**src/rtl/bypass_scoreboard.sv**
```systemverilog
// Operand forwarding and load-use hazard unit: tracks in-flight destination tags
// and resolves each ID source operand from the youngest matching stage or the RF.
module bypass_scoreboard #(
  parameter int DATA_WIDTH       = 16,
  parameter int REG_ADDR_WIDTH   = 4,
  parameter int NUM_READ_PORTS   = 2,
  parameter int FWD_STAGES       = 2,
  parameter int LOAD_READY_STAGE = 1,
  parameter int STALL_CNT_WIDTH  = 16
) (
  input  logic                                 clk,
  input  logic                                 rst,
  input  logic                                 id_valid,
  input  logic [NUM_READ_PORTS*REG_ADDR_WIDTH-1:0] id_src_addr,
  input  logic [NUM_READ_PORTS-1:0]            id_src_used,
  input  logic [NUM_READ_PORTS*DATA_WIDTH-1:0] id_src_rf_data,
  input  logic                                 id_dst_we,
  input  logic [REG_ADDR_WIDTH-1:0]            id_dst_addr,
  input  logic                                 id_is_load,
  input  logic                                 flush,
  input  logic [FWD_STAGES*DATA_WIDTH-1:0]     stage_result,
  output logic [NUM_READ_PORTS*DATA_WIDTH-1:0] id_src_data,
  output logic                                 stall,
  output logic                                 id_fire,
  output logic [STALL_CNT_WIDTH-1:0]           stall_count
);

  localparam int SEL_W = (FWD_STAGES > 1) ? $clog2(FWD_STAGES) : 1;

  // Handshake: the ID instruction is accepted (id_fire) in a cycle where
  // id_valid=1, stall=0 and flush=0; while stall=1 the producer holds every
  // ID input stable and the unit re-evaluates against the advancing tags.

  logic [FWD_STAGES-1:0]     tagValid;
  logic [FWD_STAGES-1:0]     tagIsLoad;
  logic [REG_ADDR_WIDTH-1:0] tagAddr [FWD_STAGES];

  logic [NUM_READ_PORTS-1:0] hazardVec;
  logic [STALL_CNT_WIDTH-1:0] stallCount;

  for (genvar p = 0; p < NUM_READ_PORTS; p++) begin : gen_port
    logic [REG_ADDR_WIDTH-1:0] srcAddr;
    logic [SEL_W-1:0]          selIdx;
    logic                      selFound;

    assign srcAddr = id_src_addr[p*REG_ADDR_WIDTH +: REG_ADDR_WIDTH];

    // Scan oldest to youngest so the lowest matching stage is the one kept.
    always_comb begin
      selIdx   = '0;
      selFound = 1'b0;
      for (int k = FWD_STAGES - 1; k >= 0; k--) begin
        if (id_src_used[p] && tagValid[k] && (tagAddr[k] == srcAddr)) begin
          selIdx   = SEL_W'(k);
          selFound = 1'b1;
        end
      end
    end

    always_comb begin
      if (selFound) begin
        id_src_data[p*DATA_WIDTH +: DATA_WIDTH] = stage_result[selIdx*DATA_WIDTH +: DATA_WIDTH];
      end else begin
        id_src_data[p*DATA_WIDTH +: DATA_WIDTH] = id_src_rf_data[p*DATA_WIDTH +: DATA_WIDTH];
      end
    end

    assign hazardVec[p] = selFound && tagIsLoad[selIdx] && (int'(selIdx) < LOAD_READY_STAGE);
  end

  assign stall       = id_valid & ~flush & (|hazardVec);
  assign id_fire     = id_valid & ~stall & ~flush;
  assign stall_count = stallCount;

  // Back end never stalls, so tags advance every clock; a stalled or flushed
  // ID slot enters stage 0 as an invalid bubble.
  always_ff @(posedge clk) begin
    if (rst) begin
      tagValid   <= '0;
      tagIsLoad  <= '0;
      stallCount <= '0;
      for (int k = 0; k < FWD_STAGES; k++) begin
        tagAddr[k] <= '0;
      end
    end else begin
      tagValid[0]  <= id_fire & id_dst_we;
      tagIsLoad[0] <= id_is_load;
      tagAddr[0]   <= id_dst_addr;
      for (int k = 1; k < FWD_STAGES; k++) begin
        tagValid[k]  <= tagValid[k-1];
        tagIsLoad[k] <= tagIsLoad[k-1];
        tagAddr[k]   <= tagAddr[k-1];
      end
      if (stall && (stallCount != '1)) begin
        stallCount <= stallCount + 1'b1;
      end
    end
  end

endmodule
```
**config.mk**
```make
export PLATFORM = sky130hd
export DESIGN_NAME = bypass_scoreboard
export DESIGN_NICKNAME = d
export VERILOG_FILES = /design/src/rtl/bypass_scoreboard.sv
export SDC_FILE = /design/constraint.sdc
export NUM_CORES = 1
export LEC_CHECK = 0
export ABC_AREA = 1
export CAP_MARGIN = 20
export CORE_ASPECT_RATIO = 1.2
export CORE_MARGIN = 10
export CORE_UTILIZATION = 35
export CTS_CLUSTER_SIZE = 12
export DETAILED_ROUTE_END_ITERATION = 8
export GPL_ROUTABILITY_DRIVEN = 0
export PLACE_DENSITY = 0.83
export SYNTH_ARGS = -nofsm -noshare
export SYNTH_HDL_FRONTEND = slang
export SYNTH_SLANG_ARGS = --single-unit
```
**constraint.sdc**
```tcl
create_clock -name clk -period 2.44 [get_ports clk]
set_input_delay 0.244 -clock clk [delete_from_list [all_inputs] [get_ports clk]]
set_output_delay 0.244 -clock clk [all_outputs]
set_load 0.005 [all_outputs]
```
Fig. 1: nets reached from selected ports
(4 px per um)
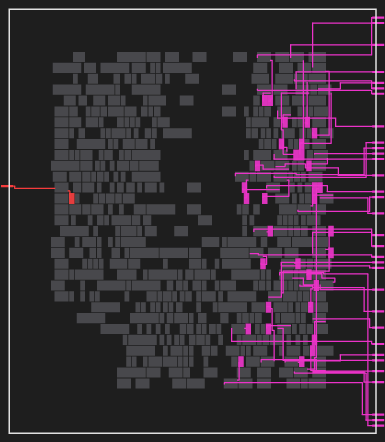
legend:
  id_valid:
    color: red
    bits: 1
    direction: input
    end_cells: 1
    buffers: 1
    wire: 13.7 um
  id_src_rf_data:
    color: magenta
    bits: 32
    direction: input
    end_cells: 32
    buffers: 32
    wire: 1,230 um

Fig. 2: local utilization
(4 px per um) 9 x 11 tiles, from dark blue (low) to red (high), 0 to 100% covered.
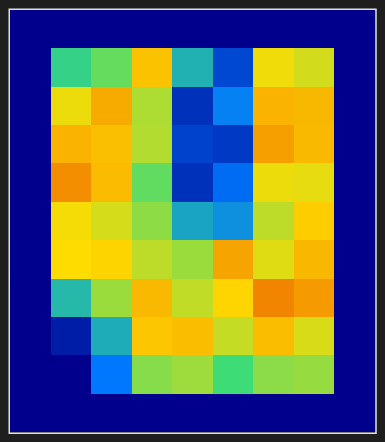
tiles over 75% full: 21%
fullest tile: 85%
emptiest ninth of the die: bottom left
mean over tiles: 38%
nearly empty tiles: 37%

==> impl_metrics.env <==
# implementation run metrics
export IMPL_status="completed"
export IMPL_ff_type="dfxtp_1"
export IMPL_slew_headroom_pct=62.5
export IMPL_worstSetupStartpoint="id_src_addr[1]"
export IMPL_tool_warnings=26
export IMPL_ys_flops=27
export IMPL_grt_pass1_vias=2731
export IMPL_ys_seq_share_pct=25.3
export IMPL_tightest_slew_ps=561
export IMPL_wl_mm=8.95
export IMPL_syn_nets=448
export IMPL_path_class="in -> out"
export IMPL_antenna_found_initial=1
export IMPL_powerDensity_nw_per_um2=267
export IMPL_synthArstFlopShare_pct=0
export IMPL_avgSynthCellArea_sq_um=5.89
export IMPL_synth_edff_count=0
export IMPL_reg2reg_slack_ps=640
export IMPL_placed_cells=575
export IMPL_p_leak_nw=1.64
export IMPL_vias=2814
export IMPL_irDropWorstVdd_mv=0.272
export IMPL_portBuffers=133
export IMPL_aoi_share_pct=7.73
export IMPL_cp_end_kind="primary output"
export IMPL_root_buffer="clkbuf_8"
export IMPL_comb_area_sq_um=1410
export IMPL_top_logic_kind="simple AND/OR/NAND/NOR gates"
export IMPL_setup_viol=0
export IMPL_period_used_pct=97.4
export IMPL_dieArea_sq_um=9640
export IMPL_fa_ha_area_share_pct=0.585
export IMPL_maxCapViolations=0
export IMPL_pre_cts_slack_ps=42.9
export IMPL_crit_required_ps=2200
export IMPL_ys_sh_xor_pct=6.56
export IMPL_power_total_mw=1.00
export IMPL_numClockSinks=27
export IMPL_yosys_cell_count_top_type="nand2_1"
export IMPL_fin_setup_tns_ps=0
export IMPL_postCtsHoldBufs=0
export IMPL_final_cell_count_no_fill=581
export IMPL_htree_levels=1
export IMPL_grt_max_degree=17
export IMPL_critical_path_arrival_ps=2130
export IMPL_reg2reg_from="stall_count[0]$_SDFFE_PP0P_"
export IMPL_fin_nets=584
export IMPL_min_path_type="reg -> reg"
export IMPL_num_fill_cells=558
export IMPL_finClkSkew_ps=12.7
export IMPL_track_usage_pct=16.9
export IMPL_core_area_sq_um=5970
export IMPL_synth_cell_type_count=29
export IMPL_path_clk_slew_ps=80
export IMPL_regArea_sq_um=541
export IMPL_route_detailed_wl_per_inst_um=15.4
export IMPL_cts_buffers_inserted=3
export IMPL_hpwl_mm=7.39
export IMPL_yosys_area_share_simple_pct=50.9
export IMPL_hold_depth=2
export IMPL_regToRegEndpoint="stall_count[3]$_SDFFE_PP0P_"
export IMPL_clk_latency_ps=270
export IMPL_layout_setup_ws_ps=64.4
export IMPL_cp_start_kind="input pin"
export IMPL_initial_utilization_pct=35.8
export IMPL_grt_pass1_wl_mm=13.7
==> worst max path at each step <==
stage | to | slack [ps] | depth (start not counted)
after floorplan | stall_count[7]$_SDFFE_PP0P_ | 890 | 8
after detailed placement | id_src_data[8] | 40 | 11
after CTS | id_src_data[8] | 40 | 11
after global placement | id_src_data[8] | 70 | 10
after global routing | id_src_data[0] | -10 | 11
final | id_src_data[0] | 60 | 11
==> kinds of logic (layout without fill, tap and decap cells) <==
family	count (synthesis)	after routing
buffers and inverters	46	181
and+or+nand+nor	248	248
other	0	1
DFF	27	27
xor gates and xnor gates	16	16
AOI/OAI and AO/OA	25	25
adders and majority gates	1	1
==> sequential cells by signal (all words and copies together), names as in the netlist <==
| name | flops |
|---|---|
| tagValid | 2 |
| tagIsLoad | 1 |
| tagAddr | 8 |
| stall_count | 16 |
==> what timing repair did <==
action,CTS,global route
gates resized,0,17
setup endpoints to repair,0,19
buffers inserted,0,0
==> layout by cell type, fill, tap and decap left out, types with 3 or more instances in the layout <==
master,n
dlymetal6s2s_1,13
inv_2,9
nand2_1,153
clkdlybuf4s50_1,120
nand4_1,4
nor3_1,3
a21oi_1,9
nand2_2,12
xor2_1,10
nor2_4,3
xnor2_1,6
nor2_1,24
nand3_1,43
dfxtp_1,27
inv_1,25
a21oi_2,10
clkbuf_8,3
buf_12,6
==> routing by layer <==
metal  wire length, um  track usage [%]
met1              3500             19.0
met2              4240             29.1
met3              1050             6.88
met4               167             4.15
met5                 0                0
==> cell type report <==
type	count	share of cell area, %
multi-input cells	290	37.5
flip-flops and latches	27	14.4
well taps	82	2.73
repair buffers	142	40.6
diodes	1	0.0666
clock buffers	4	1.20
inverters	35	3.50
==> worst max-delay path, stage by stage <==
cell	delay, ps
clkdlybuf4s50_1	510
inv_2	60
o22ai_1	140
a21oi_1	60
nand4_1	140
nand2_1	70
inv_1	90
buf_12	150
nand2_1	70
nand3_1	80
clkdlybuf4s50_1	520
==> where the power goes <==
part           internal [mW]  switching, mW  leakage [nW]
registers              0.448        0.00879         0.220
logic                  0.194          0.102          1.39
clock network          0.117          0.134        0.0228
Power is estimated from default activity; no workload was simulated.
